<file path="config.mk">
export PLATFORM = sky130hd
export DESIGN_NAME = ps2pl_frame_rx
export DESIGN_NICKNAME = d
export VERILOG_FILES = /design/src/rtl/ps2pl_frame_rx.sv
export SDC_FILE = /design/constraint.sdc
export NUM_CORES = 1
export LEC_CHECK = 0
export CORE_ASPECT_RATIO = 0.6
export CORE_MARGIN = 5
export CORE_UTILIZATION = 40
export DETAILED_ROUTE_END_ITERATION = 8
export PLACE_DENSITY_LB_ADDON = 0.12
export SYNTH_ARGS = -nofsm -noshare
export SYNTH_HDL_FRONTEND = slang
export SYNTH_SLANG_ARGS = --single-unit
</file>
<file path="constraint.sdc">
create_clock -name pl_clk -period 31.3 [get_ports pl_clk]
set_input_delay 6.26 -clock pl_clk [delete_from_list [all_inputs] [get_ports pl_clk]]
set_output_delay 6.26 -clock pl_clk [all_outputs]
set_load 0.02 [all_outputs]
</file>
<file path="src/rtl/ps2pl_frame_rx.sv">
// PS2PL command-stream receiver: parses the 16-byte SOP header of each frame,
// forwards the payload through one registered AXIS stage and flags framing errors.
module ps2pl_frame_rx #(
  parameter int MAX_LEN = 65536,
  parameter int DW      = 8
) (
  input  logic              pl_clk,
  input  logic              pl_rst,
  input  logic [16*DW-1:0]  s_axis_tdata,
  input  logic [15:0]       s_axis_tkeep,
  input  logic              s_axis_tlast,
  input  logic              s_axis_tvalid,
  output logic              s_axis_tready,
  output logic [16*DW-1:0]  m_axis_tdata,
  output logic [15:0]       m_axis_tkeep,
  output logic              m_axis_tlast,
  output logic              m_axis_tuser,
  output logic              m_axis_tvalid,
  input  logic              m_axis_tready,
  output logic              hdr_valid,
  output logic [15:0]       hdr_cmd,
  output logic [31:0]       hdr_len,
  output logic [63:0]       hdr_aux,
  output logic              err_valid,
  output logic [1:0]        err_code,
  output logic [15:0]       frame_ok_cnt,
  output logic [15:0]       frame_err_cnt
);

  // state   | meaning
  // IDLE    | next accepted beat is a header
  // PAYLOAD | forwarding beats, r_beats_left still expected
  // DRAIN   | discarding beats up to and including tlast
  typedef enum logic [1:0] {S_IDLE, S_PAYLOAD, S_DRAIN} state_t;

  localparam int BW = $clog2(MAX_LEN / 16 + 1);

  state_t          r_state;
  logic            r_rdy_en;
  logic [BW-1:0]   r_beats_left;
  logic [3:0]      r_rem;

  logic            w_s_fire;
  logic            w_hdr_fire;
  logic            w_pay_fire;
  logic            w_legal;
  logic [31:0]     w_len;
  logic            w_pay_last;
  logic [1:0]      w_hdr_code;
  logic [1:0]      w_pay_code;
  logic [1:0]      w_err_code;
  logic            w_ok_fire;
  logic [15:0]     w_last_keep;

  function automatic logic f_legal(input logic [15:0] c);
    case (c) inside
      [16'h00A0:16'h00A3], [16'h01A0:16'h01A3], 16'h00A8,
      [16'h00B0:16'h00B2], [16'h01B0:16'h01B1], [16'h00B8:16'h00BB],
      16'h01B8, 16'h01B9, 16'h01BB, [16'h00C0:16'h00C5]: f_legal = 1'b1;
      default: f_legal = 1'b0;
    endcase
  endfunction

  // Back-pressure only matters while payload is being forwarded.
  assign s_axis_tready = r_rdy_en &&
                         ((r_state != S_PAYLOAD) || !m_axis_tvalid || m_axis_tready);

  assign w_s_fire   = s_axis_tvalid && s_axis_tready;
  assign w_hdr_fire = w_s_fire && (r_state == S_IDLE);
  assign w_pay_fire = w_s_fire && (r_state == S_PAYLOAD);
  assign w_len      = s_axis_tdata[63:32];
  assign w_legal    = f_legal(s_axis_tdata[15:0]);
  assign w_pay_last = (r_beats_left == BW'(1));

  always_comb begin
    w_hdr_code = 2'd0;
    if (!w_legal)
      w_hdr_code = 2'd1;
    else if (w_len > 32'(MAX_LEN))
      w_hdr_code = 2'd3;
    else if (w_len == 32'd0)
      w_hdr_code = s_axis_tlast ? 2'd0 : 2'd3;
    else if (s_axis_tlast)
      w_hdr_code = 2'd2;
  end

  always_comb begin
    w_pay_code = 2'd0;
    if (w_pay_last)
      w_pay_code = s_axis_tlast ? 2'd0 : 2'd3;
    else if (s_axis_tlast)
      w_pay_code = 2'd2;
  end

  always_comb begin
    w_last_keep = 16'h0000;
    for (int k = 0; k < 16; k++)
      w_last_keep[k] = (r_rem == 4'd0) || (4'(k) < r_rem);
  end

  assign w_err_code = w_hdr_fire ? w_hdr_code : (w_pay_fire ? w_pay_code : 2'd0);
  assign w_ok_fire  = (w_hdr_fire && w_legal && (w_len == 32'd0) && s_axis_tlast) ||
                      (w_pay_fire && w_pay_last && s_axis_tlast);

  always_ff @(posedge pl_clk or posedge pl_rst) begin
    if (pl_rst) begin
      r_state       <= S_IDLE;
      r_rdy_en      <= 1'b0;
      r_beats_left  <= '0;
      r_rem         <= '0;
      m_axis_tdata  <= '0;
      m_axis_tkeep  <= '0;
      m_axis_tlast  <= 1'b0;
      m_axis_tuser  <= 1'b0;
      m_axis_tvalid <= 1'b0;
      hdr_valid     <= 1'b0;
      hdr_cmd       <= '0;
      hdr_len       <= '0;
      hdr_aux       <= '0;
      err_valid     <= 1'b0;
      err_code      <= '0;
      frame_ok_cnt  <= '0;
      frame_err_cnt <= '0;
    end else begin
      r_rdy_en  <= 1'b1;
      hdr_valid <= 1'b0;
      err_valid <= (w_err_code != 2'd0);
      if (w_err_code != 2'd0) begin
        err_code <= w_err_code;
        if (frame_err_cnt != 16'hFFFF)
          frame_err_cnt <= frame_err_cnt + 16'd1;
      end
      if (w_ok_fire && (frame_ok_cnt != 16'hFFFF))
        frame_ok_cnt <= frame_ok_cnt + 16'd1;

      if (m_axis_tready)
        m_axis_tvalid <= 1'b0;

      case (r_state)
        S_IDLE: begin
          if (w_hdr_fire) begin
            hdr_cmd   <= s_axis_tdata[15:0];
            hdr_len   <= w_len;
            hdr_aux   <= s_axis_tdata[127:64];
            hdr_valid <= w_legal;
            if (w_hdr_code != 2'd0) begin
              r_state <= s_axis_tlast ? S_IDLE : S_DRAIN;
            end else if (w_len != 32'd0) begin
              r_beats_left <= BW'((w_len + 32'd15) >> 4);
              r_rem        <= w_len[3:0];
              r_state      <= S_PAYLOAD;
            end
          end
        end
        S_PAYLOAD: begin
          if (w_pay_fire) begin
            m_axis_tdata  <= s_axis_tdata;
            m_axis_tkeep  <= w_pay_last ? w_last_keep : s_axis_tkeep;
            m_axis_tlast  <= w_pay_last || s_axis_tlast;
            m_axis_tuser  <= (w_pay_code != 2'd0);
            m_axis_tvalid <= 1'b1;
            r_beats_left  <= r_beats_left - BW'(1);
            if (w_pay_last)
              r_state <= s_axis_tlast ? S_IDLE : S_DRAIN;
            else if (s_axis_tlast)
              r_state <= S_IDLE;
          end
        end
        S_DRAIN: begin
          if (w_s_fire && s_axis_tlast)
            r_state <= S_IDLE;
        end
        default: r_state <= S_IDLE;
      endcase
    end
  end

endmodule

</file>
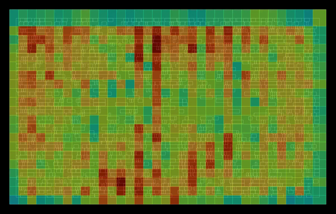
Figure 1: routing congestion.
All-Layer GR Usage: 0.2321
Most Used Layer, Global Route: met2
Final Util: 0.5865
GR Util met2: 0.3718
average routed wire per standard cell: 18.87 um

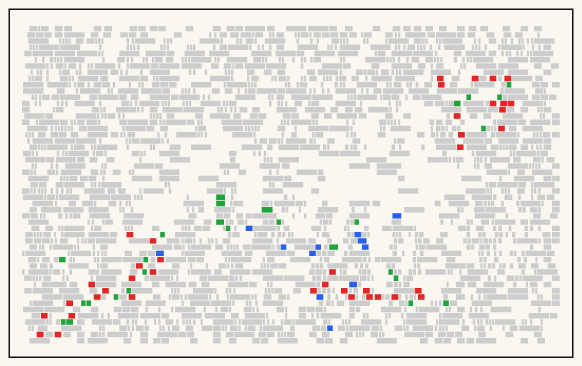
Figure 2: logic cells by family.
[blue] AND-OR and OR-AND gates | cells: 12
[red] XOR/XNOR gates | cells: 39 | where: all over the die
[green] AND and OR gates | cells: 27

==> impl_metrics.py <==
# Generated from Yosys and OpenROAD reports
metrics = {
    "outcome": {
        "status": "finished, final reports clean",
    },
    "route": {
        "drt_iter0_markers": 697,
        "ant_nets": 0,
    },
    "worst_setup_path": {
        "slowest_delay_ns": 0.59,
        "crit_path_end": "s_axis_tready",
        "cp_max_fo": 4,
        "r2r_slack_ns": 27.00,
    },
    "power_and_ir_drop": {
        "peakVddDrop_mv": 0.04502,
    },
    "synth": {
        "yosysUniqueCellTypes": 62,
        "synth_flop_count": 315,
        "edf_count": 0,
        "yosys_most_used_dff": "dfrtp_1",
        "top_area_frac": 0.5955,
        "syn_avg_cell_area_sq_um": 8.907,
    },
    "finish": {
        "fin_cells": 2344,
    },
    "job": {
        "cap_violations": 0,
    },
    "cts": {
        "root_buffer": "clkbuf_16",
    },
    "die": {
        "dieWidth_um": 244.8,
    },
    "global_route": {
        "grt_overflow": 0,
    },
    "timing": {
        "fin_crit_sh": 0.4430,
    },
}
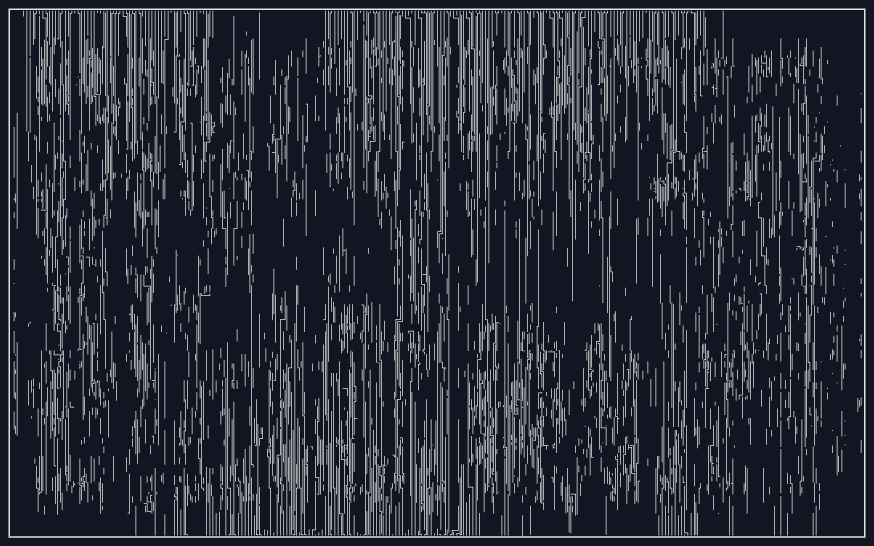
Figure 3: signal wires on met2.
longest straight run: 83.1 um
share of all routed wire: 47%
nets with wire on the layer: 1629
final WL: 44.23 mm
via count: 11.51k

-- registers in the layout, indices dropped and copies added (netlist names) --
register	cells
r_beats_left	13
r_rem	4
m_axis_tvalid	1
frame_err_cnt	16
m_axis_tkeep	16
r_rdy_en	1
hdr_aux	64
m_axis_tlast	1
err_code	2
hdr_cmd	16
err_valid	1
r_state	2
m_axis_tdata	128
hdr_len	32
frame_ok_cnt	16
hdr_valid	1
m_axis_tuser	1
-- report_power, final --
part           internal, uW  leakage [uW]  switching (uW)
registers               444       0.00422            23.0
clock network           230      0.000523             163
logic                  96.1       0.00443             116
total                   770       0.00917             302
-- cells by family (layout without fill, tap and decap cells) --
family | after synthesis | in the layout | share of synthesized area
flip-flops | 315 | 315 | 0.5955
buffers and inverters | 92 | 525 | 0.02741
XOR/XNOR | 39 | 39 | 0.02581
AND-OR/OR-AND | 126 | 126 | 0.06116
AND/OR/NAND/NOR | 899 | 899 | 0.2773
other | 1 | 2 | 0.0002833
adder cells (fa/ha/maj) | 7 | 7 | 0.006617
multiplexers | 7 | 7 | 0.005860
-- per-layer routing --
layer	share of wire	track usage	up-vias
li1	-	-	5574
met1	0.43	0.3156	5540
met2	0.47	0.3718	327
met3	0.075	0.06914	67
met4	0.023	0.05409	0
met5	0	0	-
-- worst min path at each step --
| stage | to | cells after the start |
|---|---|---|
| global placement | m_axis_tdata[20] | 2 |
| finish | m_axis_tdata[99] | 2 |
| detailed placement | hdr_aux[38] | 2 |
| global route | m_axis_tdata[27] | 2 |
| floorplan | r_beats_left[3] | 2 |
| CTS | hdr_aux[15] | 2 |
-- cell type report --
type,instances,area share
Antenna cell,1,0.0001311
Clock buffer,46,0.04884
Clock inverter,11,0.007407
Inverter,14,0.003147
Multi-Input combinational cell,1079,0.2623
Sequential cell,315,0.4130
Tap cell,424,0.02779
Timing Repair Buffer,454,0.2374
-- Yosys cell counts, drive strengths merged (7+ instances only) --
master	count
nand2	758
dfrtp	315
clkbuf	68
a21oi	43
o21ai	41
nor2	36
xnor2	33
nand3	26
nand4	16
inv	14
nor3	13
and3	12
buf	10
nor4	9
a31oi	8
ha	7
-- placed cells by master, fill, tap and decap left out, drive strengths merged, types with 16 or more instances in the layout --
cell type	instances
a21oi	43
clkbuf	46
clkdlybuf4s50	444
dfrtp	315
nand2	758
nand3	26
nand4	16
nor2	36
o21ai	41
xnor2	33
-- tightest hold or removal path, cell delays in order (launching register included) --
cell and delay [ns]:
dfrtp_1 0.34, nand2_1 0.05, nand2_1 0.05
-- per-stage QoR --
stage	cell area [sq um]	total power [uW]	setup WS, ns
final	19090	1072	17.44
after global routing	19090	1119	17.35
after detailed placement	18010	688.3	17.43
after global placement	18010	685.3	17.43
after CTS	19080	1085	17.43
after floorplan	13240	562.9	16.33
Power figures rest on the tool's default switching activity, not on a simulated workload.
